Figure 1. PDN straps and rails (run 1).
Pins as bars on the die edge.
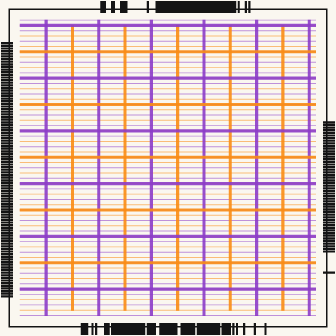
Figure 2. Cells colored by class (run 1).
Scale bar: 50 um.
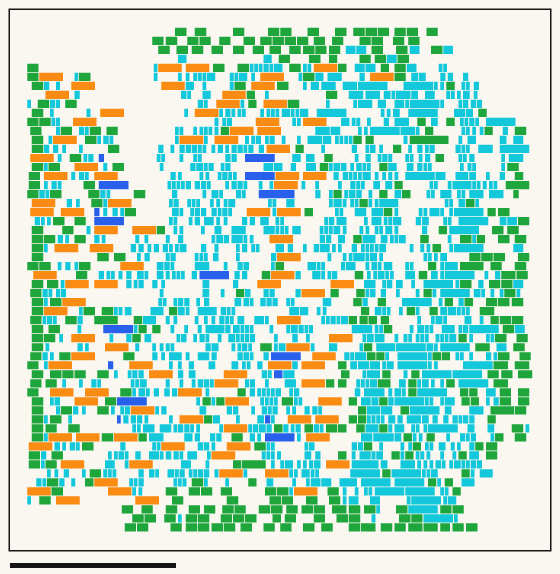
Figure 3. Routed clock nets over the placement (run 1).
Scale bar: 50 um.
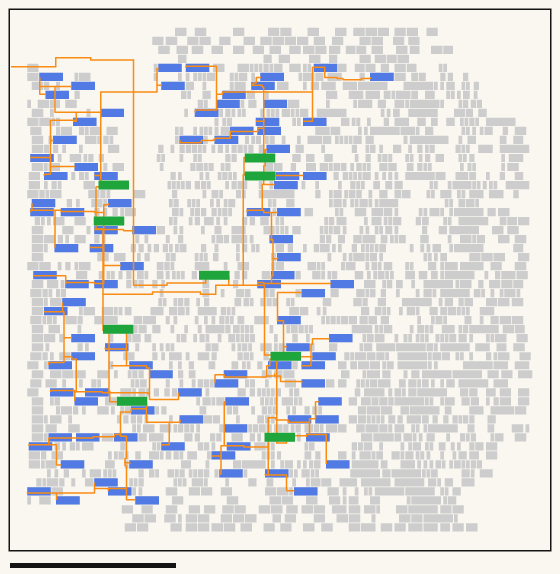
Figure 4. Routed metal, one color a layer (run 1).
Two of the layers only.
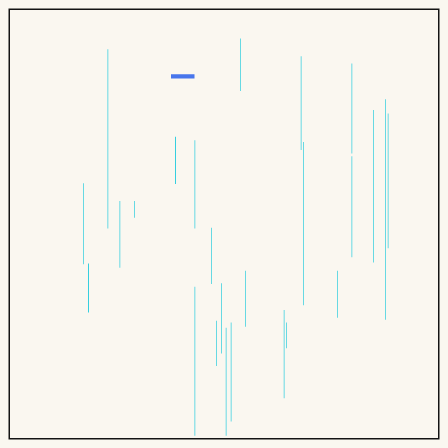
`config.mk`:
```
export PLATFORM = sky130hd
export DESIGN_NAME = fetch_stage_flat
export DESIGN_NICKNAME = d
export VERILOG_FILES = /design/src/rtl/fetch_stage_pkg.sv /design/src/rtl/fetch_stage_if.sv /design/src/rtl/fetch_stage_npc.sv /design/src/rtl/fetch_stage.sv /design/src/flat_wrapper.sv
export SDC_FILE = /design/constraint.sdc
export NUM_CORES = 1
export LEC_CHECK = 0
export ABC_AREA = 1
export CORE_MARGIN = 5
export CORE_UTILIZATION = 35
export DETAILED_ROUTE_END_ITERATION = 8
export HOLD_SLACK_MARGIN = 0.12
export SYNTH_ARGS = -nofsm -noshare
export SYNTH_HDL_FRONTEND = slang
export SYNTH_SLANG_ARGS = --single-unit
```
`constraint.sdc`:
```
create_clock -name clk -period 2.6 [get_ports clk]
set_clock_uncertainty 0.05 [all_clocks]
set_input_delay 0.52 -clock clk [delete_from_list [all_inputs] [get_ports clk]]
set_output_delay 0.52 -clock clk [all_outputs]
set_load 0.03 [all_outputs]
```
`src/rtl/fetch_stage_pkg.sv`:
```
// Shared constants, encodings and types for the instruction-fetch stage.
// Holds the reset/handler addresses, legal fetch window and npc_sel codes.
package fetch_stage_pkg;

    localparam logic [31:0] PC_RESET   = 32'h0000_3000;
    localparam logic [31:0] HANDLER_PC = 32'h0000_4180;
    localparam logic [31:0] IM_LO      = 32'h0000_3000;
    localparam logic [31:0] IM_HI      = 32'h0000_6FFC;

    localparam logic [4:0] EXC_NONE = 5'd0;
    localparam logic [4:0] EXC_ADEL = 5'd4;

    typedef enum logic [1:0] {
        NPC_SEQ = 2'd0,
        NPC_BR  = 2'd1,
        NPC_J   = 2'd2,
        NPC_JR  = 2'd3
    } npc_sel_e;

    typedef struct packed {
        logic [31:0] instr;
        logic [31:0] pc;
        logic        bd;
        logic [4:0]  exc;
    } fd_reg_t;

    // Misaligned or outside the instruction memory window.
    function automatic logic fetch_fault(input logic [31:0] pc);
        return (pc[1:0] != 2'b00) || (pc < IM_LO) || (pc > IM_HI);
    endfunction

endpackage

```
`src/rtl/fetch_stage_if.sv`:
```
// Instruction-memory bus between the fetch stage (master) and the memory (slave).
// Read data is expected back in the same cycle the address is presented.
interface fetch_stage_if;
    logic [31:0] i_inst_addr;
    logic [31:0] i_inst_rdata;

    modport master (output i_inst_addr, input  i_inst_rdata);
    modport slave  (input  i_inst_addr, output i_inst_rdata);
endinterface

```
`src/rtl/fetch_stage_npc.sv`:
```
// Next-PC selection: sequential, branch, j/jal and jr/jalr targets.
// Purely combinational; redirect priority (req, stall, eret) lives in the top.
module fetch_stage_npc
    import fetch_stage_pkg::*;
(
    input  logic [31:0] pc,
    input  logic [31:0] d_pc,
    input  logic [1:0]  npc_sel,
    input  logic [15:0] d_imm16,
    input  logic [25:0] d_imm26,
    input  logic [31:0] d_rs_val,
    output logic [31:0] npc
);

    logic [31:0] br_target;
    logic [31:0] j_target;

    // Branch and jump targets are relative to the control instruction in D,
    // not to the delay slot currently being fetched.
    assign br_target = d_pc + 32'd4 + {{14{d_imm16[15]}}, d_imm16, 2'b00};
    assign j_target  = {d_pc[31:28], d_imm26, 2'b00};

    always_comb begin
        npc = pc + 32'd4;
        case (npc_sel_e'(npc_sel))
            NPC_BR:  npc = br_target;
            NPC_J:   npc = j_target;
            NPC_JR:  npc = d_rs_val;
            default: npc = pc + 32'd4;
        endcase
    end

endmodule

```
`src/rtl/fetch_stage.sv`:
```
// Instruction-fetch stage: PC register, next-PC priority and the F/D pipeline register.
// Out-of-window or misaligned fetches enter D as a nop tagged with AdEL.
module fetch_stage
    import fetch_stage_pkg::*;
(
    input  logic                 clk,
    input  logic                 reset,
    fetch_stage_if.master        imem,
    input  logic                 stall,
    input  logic                 req,
    input  logic                 d_eret,
    input  logic [31:0]          epc,
    input  logic [1:0]           npc_sel,
    input  logic                 d_is_ctrl,
    input  logic [15:0]          d_imm16,
    input  logic [25:0]          d_imm26,
    input  logic [31:0]          d_rs_val,
    output logic [31:0]          F_pc,
    output logic [31:0]          D_instr,
    output logic [31:0]          D_pc,
    output logic                 D_bd,
    output logic [4:0]           D_exc
);

    logic [31:0] pc_reg;
    logic [31:0] pc_next;
    fd_reg_t     fd_reg;
    fd_reg_t     fd_next;
    logic        fetch_bad;

    fetch_stage_npc u_npc (
        .pc       (pc_reg),
        .d_pc     (fd_reg.pc),
        .npc_sel  (npc_sel),
        .d_imm16  (d_imm16),
        .d_imm26  (d_imm26),
        .d_rs_val (d_rs_val),
        .npc      (pc_next)
    );

    assign fetch_bad = fetch_fault(pc_reg);

    always_comb begin
        fd_next.instr = fetch_bad ? 32'd0 : imem.i_inst_rdata;
        fd_next.pc    = pc_reg;
        fd_next.bd    = d_is_ctrl;
        fd_next.exc   = fetch_bad ? EXC_ADEL : EXC_NONE;
    end

    // req beats stall; eret discards the word fetched alongside it (no delay slot).
    always_ff @(posedge clk) begin
        if (reset) begin
            pc_reg <= PC_RESET;
            fd_reg <= '{instr: 32'd0, pc: PC_RESET, bd: 1'b0, exc: EXC_NONE};
        end else if (req) begin
            pc_reg <= HANDLER_PC;
            fd_reg <= '{instr: 32'd0, pc: HANDLER_PC, bd: 1'b0, exc: EXC_NONE};
        end else if (!stall) begin
            if (d_eret) begin
                pc_reg <= epc;
                fd_reg <= '{instr: 32'd0, pc: epc, bd: 1'b0, exc: EXC_NONE};
            end else begin
                pc_reg <= pc_next;
                fd_reg <= fd_next;
            end
        end
    end

    assign imem.i_inst_addr = pc_reg;
    assign F_pc             = pc_reg;
    assign D_instr          = fd_reg.instr;
    assign D_pc             = fd_reg.pc;
    assign D_bd             = fd_reg.bd;
    assign D_exc            = fd_reg.exc;

endmodule

```
`src/flat_wrapper.sv`:
```
// flat-port wrapper written by rule: the top's interface ports become plain ports
module fetch_stage_flat import fetch_stage_pkg::*;
  (clk, reset, stall, req, d_eret, epc, npc_sel, d_is_ctrl, d_imm16, d_imm26, d_rs_val, F_pc, D_instr, D_pc, D_bd, D_exc, imem_i_inst_addr, imem_i_inst_rdata);
  fetch_stage_if imem_i ();
  input  logic clk;
  input  logic reset;
  input  logic stall;
  input  logic req;
  input  logic d_eret;
  input  logic [31:0] epc;
  input  logic [1:0] npc_sel;
  input  logic d_is_ctrl;
  input  logic [15:0] d_imm16;
  input  logic [25:0] d_imm26;
  input  logic [31:0] d_rs_val;
  output logic [31:0] F_pc;
  output logic [31:0] D_instr;
  output logic [31:0] D_pc;
  output logic D_bd;
  output logic [4:0] D_exc;
  output wire logic [$bits(imem_i.i_inst_addr)-1:0] imem_i_inst_addr;
  input wire logic [$bits(imem_i.i_inst_rdata)-1:0] imem_i_inst_rdata;
  assign imem_i_inst_addr = imem_i.i_inst_addr;
  assign imem_i.i_inst_rdata = imem_i_inst_rdata;
  fetch_stage u_core (.clk(clk), .reset(reset), .imem(imem_i), .stall(stall), .req(req), .d_eret(d_eret), .epc(epc), .npc_sel(npc_sel), .d_is_ctrl(d_is_ctrl), .d_imm16(d_imm16), .d_imm26(d_imm26), .d_rs_val(d_rs_val), .F_pc(F_pc), .D_instr(D_instr), .D_pc(D_pc), .D_bd(D_bd), .D_exc(D_exc));
endmodule
```
==> results.py, run 1 <==
# Flow results
metrics = {
    "worst_hold_path": {
        "hold_path.class": "register to register",
    },
    "route": {
        "dr.max_layer_used": "met5",
        "vias": 10221,
        "drcViolationCount": 0,
    },
    "global_route": {
        "grt_pass1_wl_mm": 56.0,
    },
    "final_timing": {
        "setup_ws_ns": 0.0690,
        "hold_violations": 0,
    },
    "synthesis": {
        "syn_area_per_cell_um2": 6.07,
        "yosys_cells": 1349,
        "edf_count": 0,
        "top_area_frac": 0.239,
        "yosysWarnings": 0,
        "most_common_cell": "nand2_1",
    },
    "setup_path": {
        "path_common_cell": "nand3_2",
        "crit_chain": "clkdlybuf4s50_1, ha_4, inv_1, fa_2, inv_2, nand3_2, nand3_4, nand3_2, nand3_4, nand2_2, nand3b_1, nand3_1, nand2_1, nand3_2, a21oi_2",
        "path_depth": 15,
        "r2r_slack_ns": 0.21,
    },
    "layout": {
        "n_antenna_cell": 1,
        "nonClkBufAreaFrac": 0.289,
        "num-nets-final": 1889,
    },
    "place": {
        "place_area_um2": 11900,
    },
    "status": {
        "status": "completed",
    },
}
Back to the opening pictures, Figure 1:
legend:
  purple:
    net: VSS
  orange:
    net: VDD
met5 straps: 11
met4 straps: 11
met1 rails: 57
signal pins: 280
DIE WIDTH: 163 um
area of the core: 23,300 um^2

Back to the opening pictures, Figure 2:
legend:
  orange:
    class: flip-flops
    cells: 98
    share_of_their_area: 15%
  blue:
    class: clock drivers and dummy loads
    cells: 16
    share_of_their_area: 2.3%
  cyan:
    class: all other logic
    cells: 1,176
    share_of_their_area: 52%
  green:
    class: other buffers and delay cells
    cells: 399
    share_of_their_area: 30%
Finished Core Util: 0.563
num rows: 56
flop share of the area: 0.150

Back to the opening pictures, Figure 3:
legend:
  green:
    item: cells driving clock nets
    count: 9
  blue:
    item: flip-flops
    count: 98
  orange:
    item: clock wires
    length: 1,370 um
routed clock nets: 10

Back to the opening pictures, Figure 4:
legend:
  blue:
    layer: met5
    wire_length: 7.40 um
  cyan:
    layer: met4
    wire_length: 862 um

==> run 1: what timing repair did <==
item,in CTS,in global routing
setup endpoints to repair,22,26
pin swaps,9,39
setup buffers,1,0
resized,70,101
gates cloned,1,0
hold endpoints to repair,0,0
==> run 1: worst min path at each step <==
stage	startpoint	endpoint	slack (ns)	depth (start not counted)
after global placement	u_core.D_instr[19]$_SDFFE_PP0N_	u_core.D_instr[19]$_SDFFE_PP0N_	0.40	2
after detailed placement	u_core.D_instr[10]$_SDFFE_PP0N_	u_core.D_instr[10]$_SDFFE_PP0N_	0.41	2
after global routing	u_core.D_instr[16]$_SDFFE_PP0N_	u_core.D_instr[16]$_SDFFE_PP0N_	0.43	2
after floorplan	reset	u_core.F_pc[14]$_SDFFE_PP0P_	0.54	1
after CTS	u_core.D_instr[10]$_SDFFE_PP0N_	u_core.D_instr[10]$_SDFFE_PP0N_	0.41	2
final	u_core.D_instr[10]$_SDFFE_PP0N_	u_core.D_instr[10]$_SDFFE_PP0N_	0.41	2
==> run 1: cell families after synthesis <==
group	count (synthesis)	synth area share
and+or+nand+nor	694	0.360
buffers and inverters	253	0.135
AOI/OAI and AO/OA	238	0.167
DFF	98	0.239
adders and majority gates	59	0.0910
xor gates and xnor gates	6	0.00642
other	1	0.000458
==> run 1: cells in the final DEF (no fill, tap or decap), drive strengths merged, types with 11 or more instances in the layout <==
cell           synthesis  final
nand2                442    442
clkdlybuf4s50          0    261
inv                  172    172
buf                   54    124
a21oi                111    111
nor2                 104    104
dfxtp                 98     98
nand3                 90     90
o21ai                 64     64
ha                    58     58
a22oi                 22     22
nor3                  21     21
nand4                 17     17
a221oi                14     14
dlymetal6s2s           0     11
clkbuf                24     11
==> run 1: power breakdown <==
group,switching (mW),internal (mW)
clock network,0.596,0.741
registers,0.0826,1.54
logic,0.900,0.785
Figure 5. Clock routing (run 1).
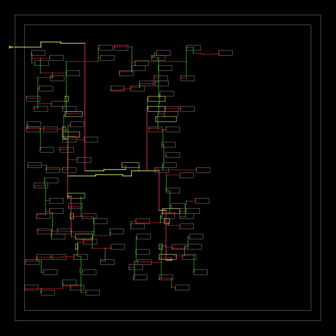

==> run 2: changes to the inputs <==
--- a/config.mk
+++ b/config.mk
@@ -7,9 +7,11 @@
 export LEC_CHECK = 0
 export ABC_AREA = 1
 export CORE_MARGIN = 5
-export CORE_UTILIZATION = 35
+export CORE_UTILIZATION = 47
+export CTS_CLUSTER_SIZE = 8
 export DETAILED_ROUTE_END_ITERATION = 8
 export HOLD_SLACK_MARGIN = 0.12
+export PLACE_DENSITY = 0.82
 export SYNTH_ARGS = -nofsm -noshare
 export SYNTH_HDL_FRONTEND = slang
 export SYNTH_SLANG_ARGS = --single-unit
Figure 6. Clock routing (run 2).
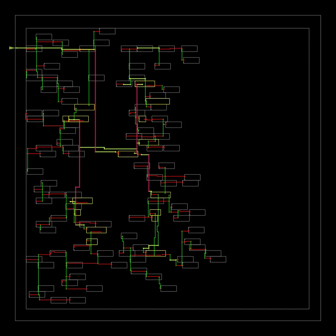
# clk buffers: 11
number of buffers created by CTS: 9
P_clk: 1.40 mW
flop count: 98
clk sinks: 98

==> run 2 against run 1 <==
First-iteration DRC count rose by 63%. Synthesized cell count stayed put. Count of clock-buffer cells in the layout up 1. Non-clock buffer count fell by 5. Maximum frequency fell by 1.1%. Via count up 4.6%. Area after synthesis did not move. Power rose by 2.1%.
==> results.py, run 2 <==
# Flow results
metrics = {
    "floorplan": {
        "num_rows": 48,
        "die_w_um": 142,
        "core_um2": 17200,
    },
    "power": {
        "p_switching_mw": 1.60,
        "pwr-share-comb": 0.361,
        "sw_frac_of_total": 0.338,
        "pwr-share-seq": 0.343,
        "p_comb_mw": 1.71,
        "pwr-share-clk": 0.296,
        "power_leader": "combinational cells",
        "pg_seq_mw": 1.63,
    },
    "route": {
        "dr.max_layer_used": "met4",
    },
    "synthesis": {
        "simple_gate_area_frac": 0.360,
        "yosysWarnings": 0,
        "ys_sh_aoi": 0.167,
        "syn_area_per_cell_um2": 6.07,
        "top_logic_kind": "simple AND/OR/NAND/NOR gates",
        "edf_count": 0,
        "yosys_cells": 1349,
        "xor_area_frac": 0.00642,
        "synth.area.mux_share": 0,
        "ys_sh_adder": 0.0910,
        "most_common_cell": "nand2_1",
    },
    "setup_path": {
        "path_depth": 14,
        "r2r_slack_ns": 0.13,
        "crit_chain": "clkdlybuf4s50_1, ha_1, ha_4, buf_4, nand3_2, nand3_4, nand2_2, nand3_4, buf_4, or2_2, nand3_1, nand3b_1, nand2_1, a31oi_1",
    },
    "layout": {
        "layout.cells.most_common_list": "nand2_1, clkdlybuf4s50_1, inv_1",
        "layout_top_cell": "nand2_1",
    },
    "global_route": {
        "grt_pass1_wl_mm": 54.3,
    },
    "status": {
        "status": "completed",
    },
    "final_timing": {
        "hold_violations": 0,
        "setup_ws_ns": 0.0414,
    },
    "worst_hold_path": {
        "hold_path.class": "register to register",
    },
}
## run 2: cell counts after synthesis
Identical to the previous run, type by type.
## run 2: metrics by stage
stage / std cells / total power, mW / utilization / cell area, um^2
CTS: 1905 / 4.58 / 0.733 / 12600
floorplan: 1352 / 2.36 / - / 8200
finish: 1909 / 4.74 / 0.764 / 13100
global placement: 1886 / 3.09 / 0.682 / 11700
global route: 1909 / 4.92 / 0.764 / 13100
detailed placement: 1886 / 3.10 / 0.682 / 11700
## run 2: worst min-delay path by stage
stage / start / to / slack, ns / depth (start not counted)
4_1_cts: u_core.D_instr[9]$_SDFFE_PP0N_ / u_core.D_instr[9]$_SDFFE_PP0N_ / 0.41 / 2
3_3_place_gp: u_core.D_instr[31]$_SDFFE_PP0N_ / u_core.D_instr[31]$_SDFFE_PP0N_ / 0.40 / 2
3_5_place_dp: u_core.D_instr[8]$_SDFFE_PP0N_ / u_core.D_instr[8]$_SDFFE_PP0N_ / 0.41 / 2
6_report: u_core.D_instr[9]$_SDFFE_PP0N_ / u_core.D_instr[9]$_SDFFE_PP0N_ / 0.42 / 2
5_1_grt: u_core.D_instr[9]$_SDFFE_PP0N_ / u_core.D_instr[9]$_SDFFE_PP0N_ / 0.43 / 2
2_1_floorplan: reset / u_core.F_pc[14]$_SDFFE_PP0P_ / 0.54 / 1
## run 2: layout make-up
cell class              instances  share of cell area
multi-input cells            1001               0.468
repair buffers                394               0.287
flip-flops and latches         98               0.149
inverters                     175              0.0500
well taps                     225              0.0214
clock buffers                  11              0.0193
clock inverters                 5             0.00467
## run 2: timing repair
action | 4_1_cts | 5_1_grt
resized | 95 | 91
hold endpoints to repair | 0 | 0
buffers inserted | 3 | 4
pin swaps | 12 | 39
endpoints found under the setup margin | 24 | 26
Figure 7. Cells colored by class (run 2).
Scale bar: 50 um.
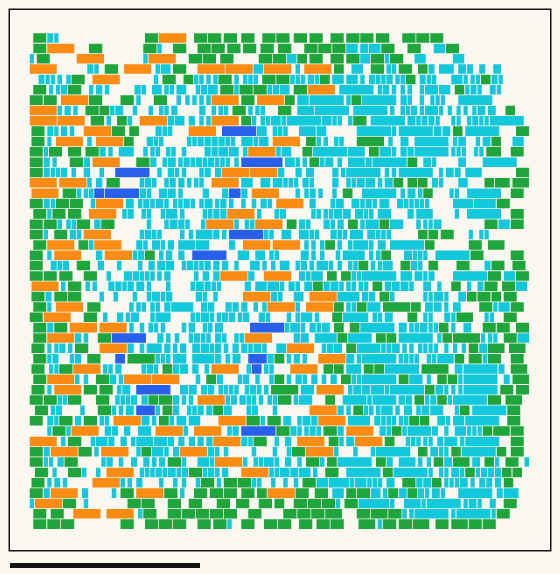

==> run 3: changes to the inputs <==
==> constraint.sdc (replaced) <==
create_clock -name clk -period 2.5 [get_ports clk]
set_clock_uncertainty 0.05 [all_clocks]
set_input_delay 0.5 -clock clk [delete_from_list [all_inputs] [get_ports clk]]
set_output_delay 0.5 -clock clk [all_outputs]
set_load 0.03 [all_outputs]
Figure 8. Cells colored by class (run 3).
Scale bar: 50 um.
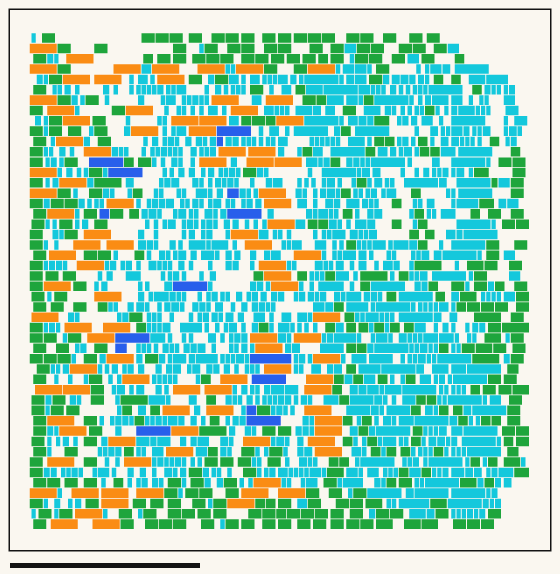
legend:
  orange:
    class: flip-flops
    cells: 98
    share_of_their_area: 15%
  blue:
    class: clock drivers and dummy loads
    cells: 15
    share_of_their_area: 2.3%
  cyan:
    class: all other logic
    cells: 1,176
    share_of_their_area: 53%
  green:
    class: other buffers and delay cells
    cells: 400
    share_of_their_area: 30%
final instance area: 13,200 um^2
area of the core: 17,200 um^2

==> run 3 against run 2 <==
Sequential share of layout area down 0.071 points. Largest cell class unchanged. Global-route usage down 0.26 points. Sequential cell count unchanged. Setup slack worse by 0.0087 ns. Highest routed layer unchanged. Clock power about the same. Critical path type is now register to register.
==> results.py, run 3 <==
# Flow results
metrics = {
    "status": {
        "status": "completed",
    },
    "setup_path": {
        "crit_chain": "ha_4, ha_1, nand2_1, nand2_1, and2_1, nand2_1, nand2_1, buf_4, nand3_1, nand3b_1, nand3_1, nand2_2, nand3_1, a21oi_1",
        "path_common_cell": "nand2_1",
        "r2r_slack_ns": 0.03,
    },
    "synthesis": {
        "synth.area.mux_share": 0,
        "most_common_cell": "nand2_1",
        "edf_count": 0,
        "syn_area_per_cell_um2": 6.07,
        "ys_sh_aoi": 0.167,
        "yosysWarnings": 0,
        "ys_sh_adder": 0.0910,
        "yosys_cells": 1349,
        "top_area_frac": 0.239,
    },
    "layout": {
        "layout.cells.most_common_list": "nand2_1, clkdlybuf4s50_1, inv_1",
        "final_core_util": 0.768,
        "layout_top_cell": "nand2_1",
        "n_antenna_cell": 0,
        "num-nets-final": 1890,
        "final_cells": 1914,
    },
    "final_timing": {
        "hold_violations": 0,
        "setup_ws_ns": 0.0327,
    },
    "cts": {
        "path_clk_slew_ns": 0.07,
        "numClockSinks": 98,
        "cts_buffers": 9,
    },
    "route": {
        "vias": 10798,
        "drcViolationCount": 0,
    },
    "power": {
        "total_power_mw": 4.90,
    },
    "global_route": {
        "grt_pass1_wl_mm": 54.1,
    },
    "place": {
        "place_inst": 1893,
        "place_area_um2": 11800,
    },
    "floorplan": {
        "num_rows": 48,
        "die_w_um": 142,
        "die_y_um": 142,
    },
    "run": {
        "tool_warnings": 27,
    },
}
## run 3: cell counts after synthesis
No cell type changed its count.
## run 3: area by class of cell
type / count / area [um^2] / area share
well taps: 225 / 282 / 0.0213
flip-flops and latches: 98 / 1960 / 0.149
repair buffers: 400 / 3830 / 0.290
multi-input cells: 1001 / 6170 / 0.468
clock inverters: 6 / 67.6 / 0.00512
clock buffers: 9 / 225 / 0.0171
inverters: 175 / 657 / 0.0498
## run 3: what timing repair did
item | in CTS | in global routing
gates resized | 103 | 100
gates cloned | 1 | 0
endpoints found under the setup margin | 25 | 26
buffers inserted | 3 | 2
pin swaps | 17 | 42
## run 3: path summary, 6_finish.rpt
check / start / to / cells after the start
max: u_core.D_pc[4]$_SDFFE_PP0N_ / u_core.F_pc[16]$_SDFFE_PP0N_ / 14
min: u_core.D_instr[20]$_SDFFE_PP0N_ / u_core.D_instr[20]$_SDFFE_PP0N_ / 2
max reg2reg: u_core.D_pc[4]$_SDFFE_PP0N_ / u_core.F_pc[16]$_SDFFE_PP0N_ / 14
min reg2reg: u_core.D_instr[20]$_SDFFE_PP0N_ / u_core.D_instr[20]$_SDFFE_PP0N_ / 2
## run 3: layer usage
metal,share of wire,track usage,up-vias
met5,0,0,-
met3,0.12,0.0776,103
met4,0.030,0.0813,0
li1,-,-,5035
met2,0.47,0.560,672
met1,0.38,0.445,4988
## run 3: power breakdown
| part | internal (mW) | total [mW] | switching [mW] | leakage, nW |
|---|---|---|---|---|
| Clock | 0.774 | 1.39 | 0.614 | 0.138 |
| Sequential | 1.61 | 1.69 | 0.0834 | 0.797 |
| Combinational | 0.838 | 1.82 | 0.982 | 4.88 |
No activity file was given, so power comes from the tool's default toggle rates.
